### Signal wires by layer, run 1

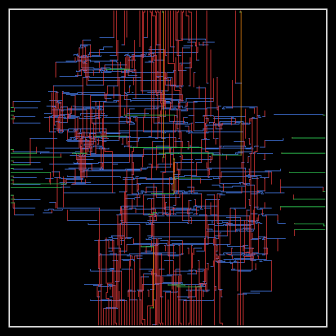
### Local utilization, run 1

11 x 11 tiles, from white (low) to dark blue (high), 0 to 100% covered.
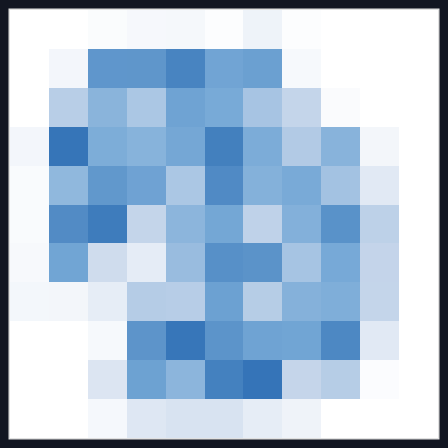
### M2 wires, run 1

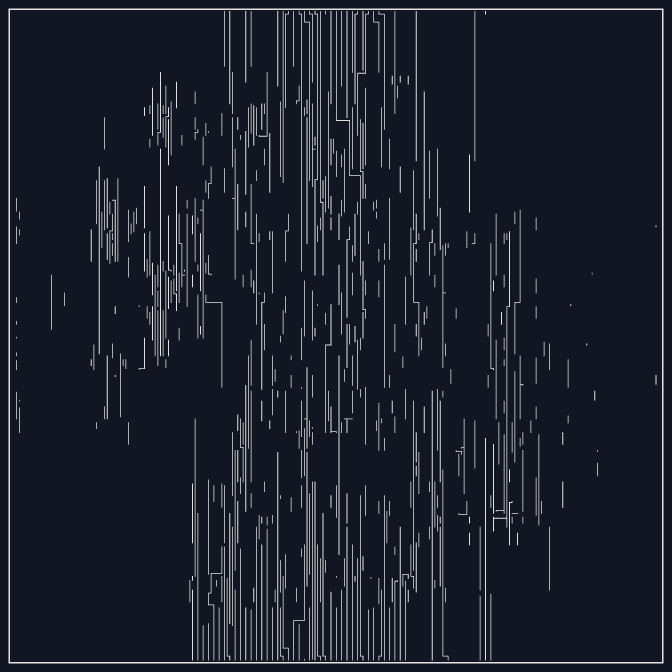
### Routing congestion map, run 1

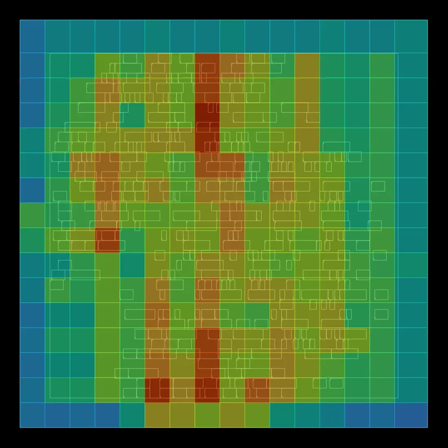
File: config.mk
export PLATFORM = sky130hd
export DESIGN_NAME = write_once_reg_arbiter
export DESIGN_NICKNAME = d
export VERILOG_FILES = /design/src/rtl/write_once_reg_arbiter.sv
export SDC_FILE = /design/constraint.sdc
export NUM_CORES = 1
export LEC_CHECK = 0
export CAP_MARGIN = 20
export CORE_MARGIN = 8
export CORE_UTILIZATION = 25
export CTS_CLUSTER_SIZE = 28
export DETAILED_ROUTE_END_ITERATION = 7
export PLACE_DENSITY = 0.52
export SLEW_MARGIN = 25
export SYNTH_ARGS = -nofsm -noshare
export SYNTH_HDL_FRONTEND = slang
export SYNTH_SLANG_ARGS = --single-unit
File: constraint.sdc
create_clock -name Clk -period 2.7 [get_ports Clk]
set_input_delay 0.54 -clock Clk [delete_from_list [all_inputs] [get_ports Clk]]
set_output_delay 0.54 -clock Clk [all_outputs]
set_load 0.02 [all_outputs]
File: src/rtl/write_once_reg_arbiter.sv
// Round-robin arbiter sharing one write-once config register; bit 0 of a committed write is a sticky lock.
// Latency: grant the cycle after req, ack/nack two cycles after grant; requests are level-held until ack/nack.
module write_once_reg_arbiter #(
  parameter int NUM_REQ = 4,
  parameter int DATA_W  = 16
) (
  input  logic                      Clk,
  input  logic                      ip_reset,
  input  logic [NUM_REQ-1:0]        req,
  input  logic [NUM_REQ*DATA_W-1:0] wdata,
  input  logic                      unlock,
  output logic [NUM_REQ-1:0]        gnt,
  output logic [NUM_REQ-1:0]        ack,
  output logic [NUM_REQ-1:0]        nack,
  output logic [DATA_W-1:0]         Data_out,
  output logic                      locked,
  output logic                      busy
);

  localparam int IDX_W = (NUM_REQ > 1) ? $clog2(NUM_REQ) : 1;

  typedef enum logic [1:0] {IDLE, GRANT, COMMIT, RELEASE} state_t;

  state_t             state;
  logic [IDX_W-1:0]   ptr;
  logic [IDX_W-1:0]   win_idx;
  logic [DATA_W-1:0]  wbuf;

  logic               arb_found;
  logic [IDX_W-1:0]   arb_idx;
  logic [IDX_W-1:0]   arb_next;

  // Search downward so the lowest offset from the pointer is the last (winning) assignment.
  always_comb begin
    arb_found = 1'b0;
    arb_idx   = '0;
    for (int i = NUM_REQ - 1; i >= 0; i--) begin
      if (req[(int'(ptr) + i) % NUM_REQ]) begin
        arb_found = 1'b1;
        arb_idx   = IDX_W'((int'(ptr) + i) % NUM_REQ);
      end
    end
  end

  assign arb_next = IDX_W'((int'(arb_idx) + 1) % NUM_REQ);
  assign busy     = (state != IDLE);

  always_ff @(posedge Clk) begin
    if (ip_reset) begin
      state    <= IDLE;
      ptr      <= '0;
      win_idx  <= '0;
      wbuf     <= '0;
      gnt      <= '0;
      ack      <= '0;
      nack     <= '0;
      Data_out <= '0;
      locked   <= 1'b0;
    end else begin
      case (state)
        IDLE: begin
          if (unlock) begin
            locked      <= 1'b0;
            Data_out[0] <= 1'b0;
          end else if (arb_found) begin
            gnt[arb_idx] <= 1'b1;
            win_idx      <= arb_idx;
            ptr          <= arb_next;
            state        <= GRANT;
          end
        end
        GRANT: begin
          wbuf  <= wdata[int'(win_idx)*DATA_W +: DATA_W];
          gnt   <= '0;
          // A requester that let go during its grant forfeits the slot silently.
          state <= req[win_idx] ? COMMIT : IDLE;
        end
        COMMIT: begin
          if (!locked) begin
            Data_out     <= wbuf;
            locked       <= wbuf[0];
            ack[win_idx] <= 1'b1;
          end else begin
            nack[win_idx] <= 1'b1;
          end
          state <= RELEASE;
        end
        RELEASE: begin
          ack  <= '0;
          nack <= '0;
          if (!req[win_idx]) state <= IDLE;
        end
        default: state <= IDLE;
      endcase
    end
  end

endmodule

==> reports/metrics.cfg, run 1 <==
[status]
status = finished, final reports clean

[finish]
num_antenna_cells = 0
buffers = 106
flops = 51
clock_area_frac = 0.0300
layout.nets = 424
comb_area_um2 = 1210
comb_share = 0.341
synthToLayoutAreaGrowth_pct = 51.8
drive_above_1_share = 0.108
area_share_nonclk_buffers = 0.296
n_clock_buffer = 5
regArea_um2 = 1020
seqAreaFraction = 0.288
n_all_inverters = 5
multi_input_comb_cells = 184
fillers = 924
top_area_cell_class = multi-input combinational cells
reg_top3 = Data_out (16), wbuf (16)

[setup_path]
r2r_end = wbuf[11]$_SDFFE_PP0P_
critical_path_arrival_ps = 1670
cp-endpoint = busy
cp.required_ps = 2160
r2r_cells = 4
criticalPathCategory = reg2out
critPathMaxFanout = 11
r2r_start = win_idx[0]$_SDFFE_PP0P_
start_kind = flop
crit_start = state[0]$_SDFFE_PP0P_
worst-r2r-setup-slack_ps = 1030
cp-end-kind = output port

[cts]
cts_tree = yes
clkTransAtPathRegs_ps = 90
post_cts_resized = 0
cts_buffers = 5
post_cts_buffers = 0
htreeDepth = 2
cts-root-buf = clkbuf_8
worst_skew_pair.late_latency_ps = 300
cts.path.max_buffers = 2
cts_num_sinks = 51
ctsHoldBuffers = 0

[timing]
setup_viol = 0
slew_headroom = 0.477
finalCritPeriodShare = 0.818
period_needed_ps = 2210
worstMarginPinSlew_ps = 784
hold_violations = 0
slew_violations = 0
fin_skew_ps = 8.19
tns_ps = 0
rsz0062_at_grt = no
max_clock_freq_ghz = 0.453

[route]
vias_per_cell = 4.63
wl_um = 7450
drc_errors = 0
dr.first_iter.drc_count = 96
antenna_left = 0
dr.pass1.iters = 4

[synth]
xor_share = 0.00376
ys_cells = 259
synthArstFlopShare = 0
synthTopLogicFamily = simple AND/OR/NAND/NOR gates
top_area_cell = dfxtp_1
synth_flops = 51
syn_area_um2 = 2330
ys_seq_share = 0.438
edf_count = 0
top_cells_by_count = nand2_1, dfxtp_1, a21oi_1
syn_nets = 330
ys_sh_mux = 0.177
synth.area.top_cells = dfxtp_1, mux4_2, nand2_1, a21oi_1, nor2_1
yosysWarnings = 0
synth.most_common_cell = nand2_1
ys_types = 34
ys_sh_aoi = 0.158
adder_share = 0
ys.flop_type = dfxtp_1
yosys.area_share.simple = 0.180
synth_area_per_cell_um2 = 9.00
ys_area_um2 = 2330
yosysTopAreaCellShare = 0.438
synthCells = 259

[floorplan]
die_height_um = 113
io_pins = 101
tap_cells = 111
chipArea_um2 = 12700
rows = 35
die_x_um = 113

[min_path]
hp-class = reg2reg
min_from = wbuf[1]$_SDFFE_PP0P_
min_to = Data_out[1]$_SDFFE_PP0P_
whs_path_depth = 2

[power]
power_density_nw_per_um2 = 480
leakage_uw = 0.00120
irDropWorstVdd_v = 0.000225
finalPower_uw = 1700

[global_route]
grt_pass1_wl_um = 11800
overflow = 0
antenna_found_initial = 0
grt_pass1_vias = 2242
grt_start_max_net_pins = 44

[placed_design]
hpwl_um = 5800
gp_congestion = 0.788
io_buffers = 100

[flow_run]
warnings = 26
maxCapViolations = 0

Back to the opening pictures, 'Signal wires by layer':
- met2: red (wire length 3,800 um)
- met3: green (wire length 325 um)
- met4: orange (wire length 137 um)
- met1: blue (wire length 3,190 um)
wire length per cell: 16.1 um
GRT Overall Usage: 0.117

Back to the opening pictures, 'Local utilization':
- emptiest ninth of the die: upper right
- nearly empty tiles: 26%
- fullest tile: 73%
core box area: 9150 um2
fin util: 0.387
fp_density: 0.255

Back to the opening pictures, 'M2 wires':
- wire length on this layer: 3,800 um
- longest straight run: 46.4 um
- main direction: vertical
- nets with wire on the layer: 351
- share of all routed wire: 51%
met2 Resource Use GR: 0.206
Vias: 2,146

Back to the opening pictures, 'Routing congestion map':
GR peak layer: met2
grt met3 use: 0.0247
met1 usage: 0.137

[run 1: layer usage]
layer  vias up  part of all wire  global-route usage
li1       1082                 -                   -
met1      1003              0.43               0.137
met2        52              0.51               0.206
met3         9             0.043              0.0247
met4         0             0.018              0.0423
met5         -                 0                   0
[run 1: through the flow]
stage / hold slack (ps) / utilization / std cells / instance area [um2] / worst slack (ps)
2_1_floorplan: 432 / - / 259 / 2330 / 1100
3_3_place_gp: 442 / 0.375 / 457 / 3430 / 504
3_5_place_dp: 443 / 0.375 / 457 / 3430 / 467
4_1_cts: 457 / 0.387 / 464 / 3540 / 476
5_1_grt: 474 / 0.387 / 464 / 3540 / 376
6_report: 454 / 0.387 / 464 / 3540 / 491
[run 1: cells in the final DEF (no fill, tap or decap), types with 2 or more instances in the layout]
| master | instances |
|---|---|
| a21oi_1 | 38 |
| nand2b_1 | 6 |
| o21ai_0 | 3 |
| nor2_1 | 23 |
| a41oi_1 | 2 |
| a32oi_1 | 2 |
| inv_1 | 4 |
| nand2_1 | 66 |
| a21o_1 | 2 |
| buf_4 | 6 |
| mux2i_1 | 3 |
| a31oi_1 | 4 |
| mux4_2 | 17 |
| clkbuf_8 | 5 |
| a211oi_1 | 2 |
| clkdlybuf4s50_1 | 100 |
| dfxtp_1 | 51 |
| nor2b_1 | 2 |
[run 1: where the power goes]
group	leakage [uW]	internal (uW)	switching, uW
Clock	0.0000502	271	243
Sequential	0.000414	786	27.6
Combinational	0.000740	213	161
[run 1: cells by family after synthesis]
logic type / after synthesis
compound gates: 61
xor+xnor: 1
buf+inv: 24
flops: 51
mux: 20
simple gates: 102
[run 1: worst max-delay path, stage by stage (launching register included)]
cell and delay [ps]:
dfxtp_1 540, or2_4 210, clkdlybuf4s50_1 620
==> inputs of run 2 (changes only) <==
--- a/config.mk
+++ b/config.mk
@@ -10,7 +10,7 @@
 export CORE_UTILIZATION = 25
 export CTS_CLUSTER_SIZE = 28
 export DETAILED_ROUTE_END_ITERATION = 7
-export PLACE_DENSITY = 0.52
+export PLACE_DENSITY = 0.54
 export SLEW_MARGIN = 25
 export SYNTH_ARGS = -nofsm -noshare
 export SYNTH_HDL_FRONTEND = slang
==> constraint.sdc (replaced) <==
create_clock -name Clk -period 2.01 [get_ports Clk]
set_input_delay 0.402 -clock Clk [delete_from_list [all_inputs] [get_ports Clk]]
set_output_delay 0.402 -clock Clk [all_outputs]
set_load 0.02 [all_outputs]
==> reports/metrics.cfg, run 2 <==
[status]
status = finished, final reports clean

[synth]
synthArstFlopShare = 0  ; unchanged
yosysWarnings = 0  ; unchanged
syn_area_um2 = 2330  ; unchanged
synth.area.top_cells = dfxtp_1, mux4_2, nand2_1, a21oi_1, nor2_1
synthTopLogicFamily = simple AND/OR/NAND/NOR gates
ys_sh_aoi = 0.158  ; unchanged
synth.most_common_cell = nand2_1
synth_flops = 51  ; unchanged
top_cells_by_count = nand2_1, dfxtp_1, a21oi_1
ys_sh_mux = 0.177  ; unchanged
top_area_cell = dfxtp_1
synthCells = 259  ; unchanged
ys_cells = 259  ; unchanged
yosysTopAreaCellShare = 0.438  ; unchanged
adder_share = 0  ; unchanged
ys_types = 34  ; unchanged
ys_seq_share = 0.438  ; unchanged
ys_area_um2 = 2330  ; unchanged
synth_area_per_cell_um2 = 9.00  ; unchanged
ys.flop_type = dfxtp_1
yosys.area_share.simple = 0.180  ; unchanged
edf_count = 0  ; unchanged
syn_nets = 330  ; unchanged
xor_share = 0.00376  ; unchanged

[cts]
post_cts_buffers = 0  ; unchanged
cts_tree = yes
htreeDepth = 2  ; unchanged
ctsHoldBuffers = 0  ; unchanged
cts.path.max_buffers = 2  ; unchanged
worst_skew_pair.late_latency_ps = 300  ; about the same
clkTransAtPathRegs_ps = 100  ; about the same
cts_num_sinks = 51  ; unchanged
cts-root-buf = clkbuf_8
post_cts_resized = 0  ; unchanged
cts_buffers = 5  ; unchanged

[route]
dr.first_iter.drc_count = 80  ; -17%
vias_per_cell = 4.56  ; -1.4%
dr.pass1.iters = 4  ; unchanged
drc_errors = 0  ; unchanged
antenna_left = 0  ; unchanged
wire_per_inst_um = 15.5  ; -3.2%

[flow_run]
warnings = 26  ; unchanged
maxCapViolations = 0  ; unchanged

[setup_path]
criticalPathCategory = reg2out
critical_path_arrival_ps = 1480  ; -190 ps
path_buffers = 1  ; unchanged
cp_slowest_cell = clkdlybuf4s50_1
critPathMaxFanout = 9  ; -2
cp.required_ps = 1610  ; -550 ps
cp_slowest_stage_delay_ps = 670  ; +50 ps
cp-end-kind = output port
crit_chain = clkdlybuf4s50_1
critPathTopFamily = buffers and inverters
start_kind = flop

[finish]
fin_area_um2 = 3580  ; +1.1%
reg_top3 = Data_out (16), wbuf (16)
layout.nets = 432  ; +1.9%
synthToLayoutAreaGrowth_pct = 53.4
final_layout_top_logic_cells = clkdlybuf4s50_1, nand2_1, dfxtp_1
drive_above_1_share = 0.130  ; +0.0222
num_antenna_cells = 0  ; unchanged

[timing]
final.setup.worst_slack_ps = 125  ; -366 ps
finalCritPeriodShare = 0.938
period_needed_ps = 1880
fin_skew_ps = 12.8  ; +4.58 ps
rsz0062_at_grt = no
slew_headroom = 0.591  ; +0.113
tns_ps = 0  ; unchanged
hold_violations = 0  ; unchanged
max_clock_freq_ghz = 0.531
worstMarginPinSlew_ps = 614  ; -170 ps
setup_viol = 0  ; unchanged
slew_violations = 0  ; unchanged

[global_route]
grt_pass1_vias = 2299  ; +2.5%
grtUsageTotal = 0.118  ; +0.00148
grt_pass1_wl_um = 11900  ; +1.2%
grt_start_max_net_pins = 21  ; -52%
antenna_found_initial = 0  ; unchanged
overflow = 0  ; unchanged

[floorplan]
core-area_um2 = 9150  ; unchanged
die_height_um = 113  ; unchanged
chipArea_um2 = 12700  ; unchanged
fp-utilization = 0.255  ; unchanged
rows = 35  ; unchanged
die_x_um = 113  ; unchanged
io_pins = 101  ; unchanged

[placed_design]
dpl_cell_area_um2 = 3490  ; +1.6%
gp_congestion = 0.757  ; -3.9%
hpwl_um = 5800  ; about the same
io_buffers = 100  ; unchanged
post-place-ws_ps = -36.0  ; -503 ps

[power]
finalPower_uw = 2220  ; +30%
power_density_nw_per_um2 = 620  ; +29%
irDropWorstVdd_v = 0.000313  ; +39%
leakage_uw = 0.00124  ; +2.6%

[min_path]
hp-class = in2reg

-- run 2: final cells by class --
class / instances / area [um2]
fillers: 943 / 5580
multi-input cells: 184 / 1210
repair buffers: 114 / 1100
flip-flops and latches: 51 / 1020
well taps: 111 / 139
clock buffers: 6 / 72.6
inverters: 5 / 18.8
clock inverters: 2 / 16.3
-- run 2: metal layers --
| layer | share of wire | vias up | wire length (um) | track usage |
|---|---|---|---|---|
| met5 | 0 | - | 0 | 0 |
| met2 | 0.51 | 45 | 3750 | 0.211 |
| li1 | - | 1104 | - | - |
| met4 | 0.011 | 0 | 81 | 0.0324 |
| met3 | 0.042 | 5 | 309 | 0.0290 |
| met1 | 0.44 | 1004 | 3210 | 0.138 |
-- run 2: cells by family (layout without fill, tap and decap cells) --
group,count (synthesis),in the layout
muxes,20,20
DFF,51,51
AOI/OAI and AO/OA,61,61
xor gates and xnor gates,1,1
and+or+nand+nor,102,102
buffers and inverters,24,127
-- run 2: final timing paths --
path / start / to / slack (ps) / cells after the start
worst max register to register: ptr[1]$_SDFFE_PP0P_ / ptr[1]$_SDFFE_PP0P_ / 500 / 6
worst max-delay path: locked$_SDFFE_PP0P_ / locked / 130 / 1
worst min-delay path: ip_reset / locked$_SDFFE_PP0P_ / 370 / 2
worst min register to register: wbuf[15]$_SDFFE_PP0P_ / Data_out[15]$_SDFFE_PP0P_ / 450 / 2
-- run 2: power breakdown --
part	total (uW)	internal (uW)	switching, uW
Combinational	529	303	226
Sequential	1090	1060	30.1
Clock	602	251	351
-- run 2: through the flow --
step                      hold slack, ps  std cells   util
after floorplan                      432        259      -
after global placement               438        465  0.381
after detailed placement             444        465  0.381
after CTS                            364        473  0.391
after global routing                 379        473  0.391
final                                369        473  0.391
### Gate-type map, run 2

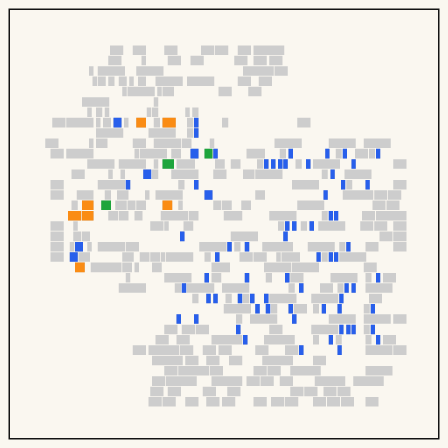
- NAND gates: blue (cells 72)
- AND-OR and OR-AND gates: orange (cells 7; where middle left)
- AND and OR gates: green (cells 3)
combinational share of cell area: 0.338
Commonest Layout Cell: clkdlybuf4s50_1
final cell count without fillers: 473

### M2 wires, run 2

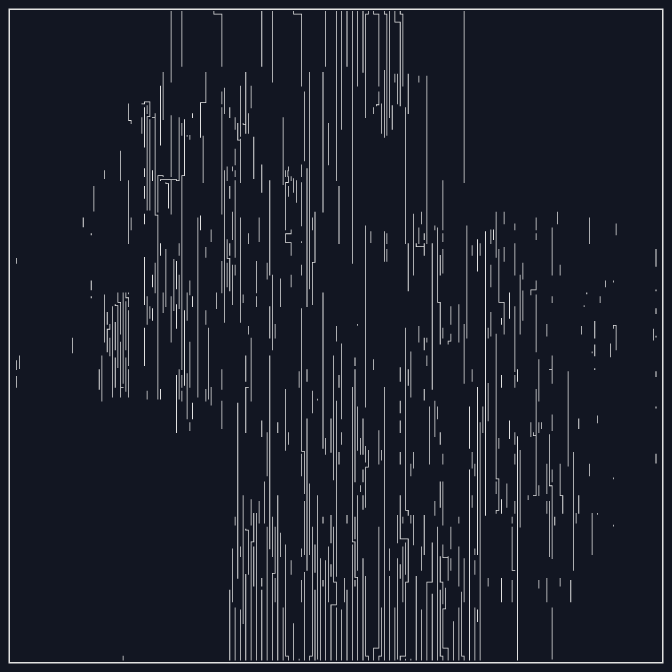
- wire length on this layer: 3,750 um
- share of all routed wire: 51%
- longest straight run: 49.0 um
WL final: 7350 um
met2 Resource Use GR: 0.211
Vias: 2,158

==> inputs of run 3 (changes only) <==
--- a/config.mk
+++ b/config.mk
@@ -11,6 +11,7 @@
 export CTS_CLUSTER_SIZE = 28
 export DETAILED_ROUTE_END_ITERATION = 7
 export PLACE_DENSITY = 0.54
+export SETUP_SLACK_MARGIN = 0.4
 export SLEW_MARGIN = 25
 export SYNTH_ARGS = -nofsm -noshare
 export SYNTH_HDL_FRONTEND = slang
==> reports/metrics.cfg, run 3 <==
[synth]
synthCells = 259  ; unchanged
synth_flops = 51  ; unchanged
ys_cells = 259  ; unchanged
yosysWarnings = 0  ; unchanged
top_cells_by_count = nand2_1, dfxtp_1, a21oi_1
ys_seq_share = 0.438  ; unchanged
yosysTopAreaCellShare = 0.438  ; unchanged
ys.flop_type = dfxtp_1
edf_count = 0  ; unchanged
syn_nets = 330  ; unchanged
synth.area.top_cells = dfxtp_1, mux4_2, nand2_1, a21oi_1, nor2_1
synth.most_common_cell = nand2_1
syn_area_um2 = 2330  ; unchanged
ys_area_um2 = 2330  ; unchanged
synthArstFlopShare = 0  ; unchanged
synth_area_per_cell_um2 = 9.00  ; unchanged
top_area_cell = dfxtp_1
ys_types = 34  ; unchanged

[power]
comb_power_uw = 519  ; -2%
irDropWorstVdd_v = 0.000315  ; +0.41%
p_int_uw = 1600  ; -0.72%
leakage_uw = 0.00138  ; +12%
finalPower_uw = 2210  ; -0.41%
pg_clk_uw = 603  ; about the same
clkPwrFrac = 0.273  ; about the same
p_comb_frac = 0.235  ; -0.004
seq_cell_power_uw = 1090  ; about the same
power-top-group = registers
swShare = 0.276  ; +0.00223
power_density_nw_per_um2 = 624  ; +0.57%
p_sw_uw = 610  ; +0.40%
seq_power_share = 0.492  ; +0.002

[timing]
fin_skew_ps = 11.1  ; -1.69 ps
period_needed_ps = 1560  ; -324 ps
slew_violations = 0  ; unchanged
slew_headroom = 0.623  ; +0.0327
finalCritPeriodShare = 0.777  ; -0.161
hold-worst-slack_ps = 361  ; -8.19 ps
worstMarginPinSlew_ps = 564  ; -50.4 ps
rsz0062_at_grt = no
max_clock_freq_ghz = 0.641  ; +21%
final.setup.worst_slack_ps = 449  ; +324 ps
setup_viol = 0  ; unchanged
hold_violations = 0  ; unchanged

[finish]
fin_area_um2 = 3540  ; -0.98%
synthToLayoutAreaGrowth_pct = 51.9
num_antenna_cells = 0  ; unchanged
drive_above_1_share = 0.144  ; +0.0138
layout.nets = 432  ; unchanged
comb_area_um2 = 1220  ; +0.83%
regArea_um2 = 1020  ; +0.12%
fillers = 955  ; +1.3%
reg_top3 = Data_out (16), wbuf (16)
final_cells = 473  ; unchanged
final_layout_top_logic_cells = nand2_1, clkdlybuf4s50_1, dfxtp_1

[floorplan]
die_x_um = 113  ; unchanged
chipArea_um2 = 12700  ; unchanged
io_pins = 101  ; unchanged
core-area_um2 = 9150  ; unchanged
die_height_um = 113  ; unchanged
fp-utilization = 0.255  ; unchanged
rows = 35  ; unchanged

[cts]
cts.path.max_buffers = 2  ; unchanged
cts_buffers = 5  ; unchanged
cts-root-buf = clkbuf_8
ctsHoldBuffers = 0  ; unchanged
cts_num_sinks = 51  ; unchanged
cts_tree = yes
htreeDepth = 2  ; unchanged
worst_skew_pair.late_latency_ps = 300  ; about the same
post_cts_buffers = 0  ; unchanged
clkTransAtPathRegs_ps = 100  ; about the same

[global_route]
grt_start_max_net_pins = 21  ; unchanged
grtUsageTotal = 0.119  ; about the same
antenna_found_initial = 0  ; unchanged
overflow = 0  ; unchanged
grt_pass1_wl_um = 12000  ; +0.28%
grt_pass1_vias = 2296  ; -0.13%

[route]
antenna_left = 0  ; unchanged
dr.first_iter.drc_count = 83  ; +3.8%
dr.pass1.iters = 4  ; unchanged
wl_um = 7380  ; +0.41%
vias_per_cell = 4.54  ; -0.42%
vias = 2149  ; -0.42%
wire_per_inst_um = 15.6  ; +0.41%
drc_errors = 0  ; unchanged

[setup_path]
critical_path_arrival_ps = 1770  ; +290 ps
cp.required_ps = 2220  ; +610 ps
start_kind = input port
critPathMaxFanout = 8  ; -1
cp-end-kind = flop
criticalPathCategory = in2reg

[flow_run]
warnings = 26  ; unchanged
maxCapViolations = 0  ; unchanged

[placed_design]
post-place-ws_ps = -36.0  ; unchanged
dpl_cell_area_um2 = 3490  ; unchanged
hpwl_um = 5800  ; unchanged
io_buffers = 100  ; unchanged
gp_congestion = 0.757  ; unchanged
dp_cells = 465  ; unchanged

[status]
status = finished, final reports clean

[min_path]
hp-class = in2reg

-- run 3: cell types whose count changed in the layout (fill, tap and decap cells not counted), sizes merged --
cell / before / now
clkbuf: 6 / 7
clkdlybuf4s50: 99 / 65
dlygate4sd2: 0 / 33
-- run 3: timing repair --
| action | CTS | global route |
|---|---|---|
| endpoints found under the setup margin | 37 | 10 |
| pin swaps | 1 | 0 |
| gates resized | 37 | 3 |
-- run 3: path summary, 6_finish.rpt --
kind | start | slack [ps] | end | depth (start not counted)
max | unlock | 450 | ptr[1]$_SDFFE_PP0P_ | 5
min | ip_reset | 360 | locked$_SDFFE_PP0P_ | 2
max reg2reg | ptr[1]$_SDFFE_PP0P_ | 490 | ptr[1]$_SDFFE_PP0P_ | 6
min reg2reg | wbuf[15]$_SDFFE_PP0P_ | 450 | Data_out[15]$_SDFFE_PP0P_ | 2
-- run 3: critical path, stage by stage --
cell and delay (ps):
clkdlybuf4s50_1 500, a31o_2 280, nor2_2 290, nor2_1 70, a211oi_1 230
-- run 3: cell type report --
class / instances / area share
clock buffers: 6 / 0.0205
clock inverters: 2 / 0.00459
flip-flops and latches: 51 / 0.289
multi-input cells: 184 / 0.344
well taps: 111 / 0.0392
inverters: 5 / 0.00530
repair buffers: 114 / 0.298
-- run 3: metrics by stage --
step	TNS, ps	util
after floorplan	0	-
after global placement	0	0.381
after global routing	0	0.387
after detailed placement	-36.1	0.381
final	0	0.387
after CTS	0	0.387
-- run 3: routing by layer --
layer  part of all wire  GRT usage
met1               0.44      0.141
met2               0.51      0.210
met3              0.035     0.0258
met4              0.011     0.0324
met5                  0          0
-- run 3: cells by family after synthesis --
kind of cell | synth area share
simple gates | 0.180
xor+xnor | 0.00376
flops | 0.438
compound gates | 0.158
mux | 0.177
buf+inv | 0.0440
### Gate-type map, run 3

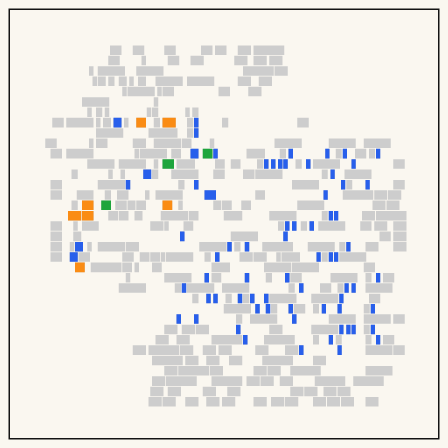
- AND and OR gates: green (cells 3)
- NAND gates: blue (cells 72)
- AND-OR and OR-AND gates: orange (cells 7; where middle left)
Commonest Layout Cell: nand2_1
combinational share of cell area: 0.344

### Local utilization, run 3

11 x 11 tiles, from white (low) to dark blue (high), 0 to 100% covered.
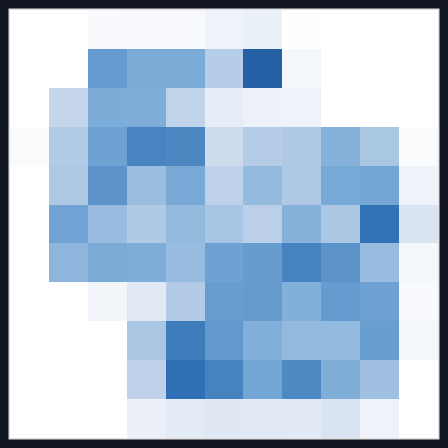
- emptiest ninth of the die: lower left
- tiles over 75% full: 0.80%
- fullest tile: 81%
- nearly empty tiles: 26%
- mean over tiles: 27%
fin util: 0.387

Power is estimated from default activity; no workload was simulated.
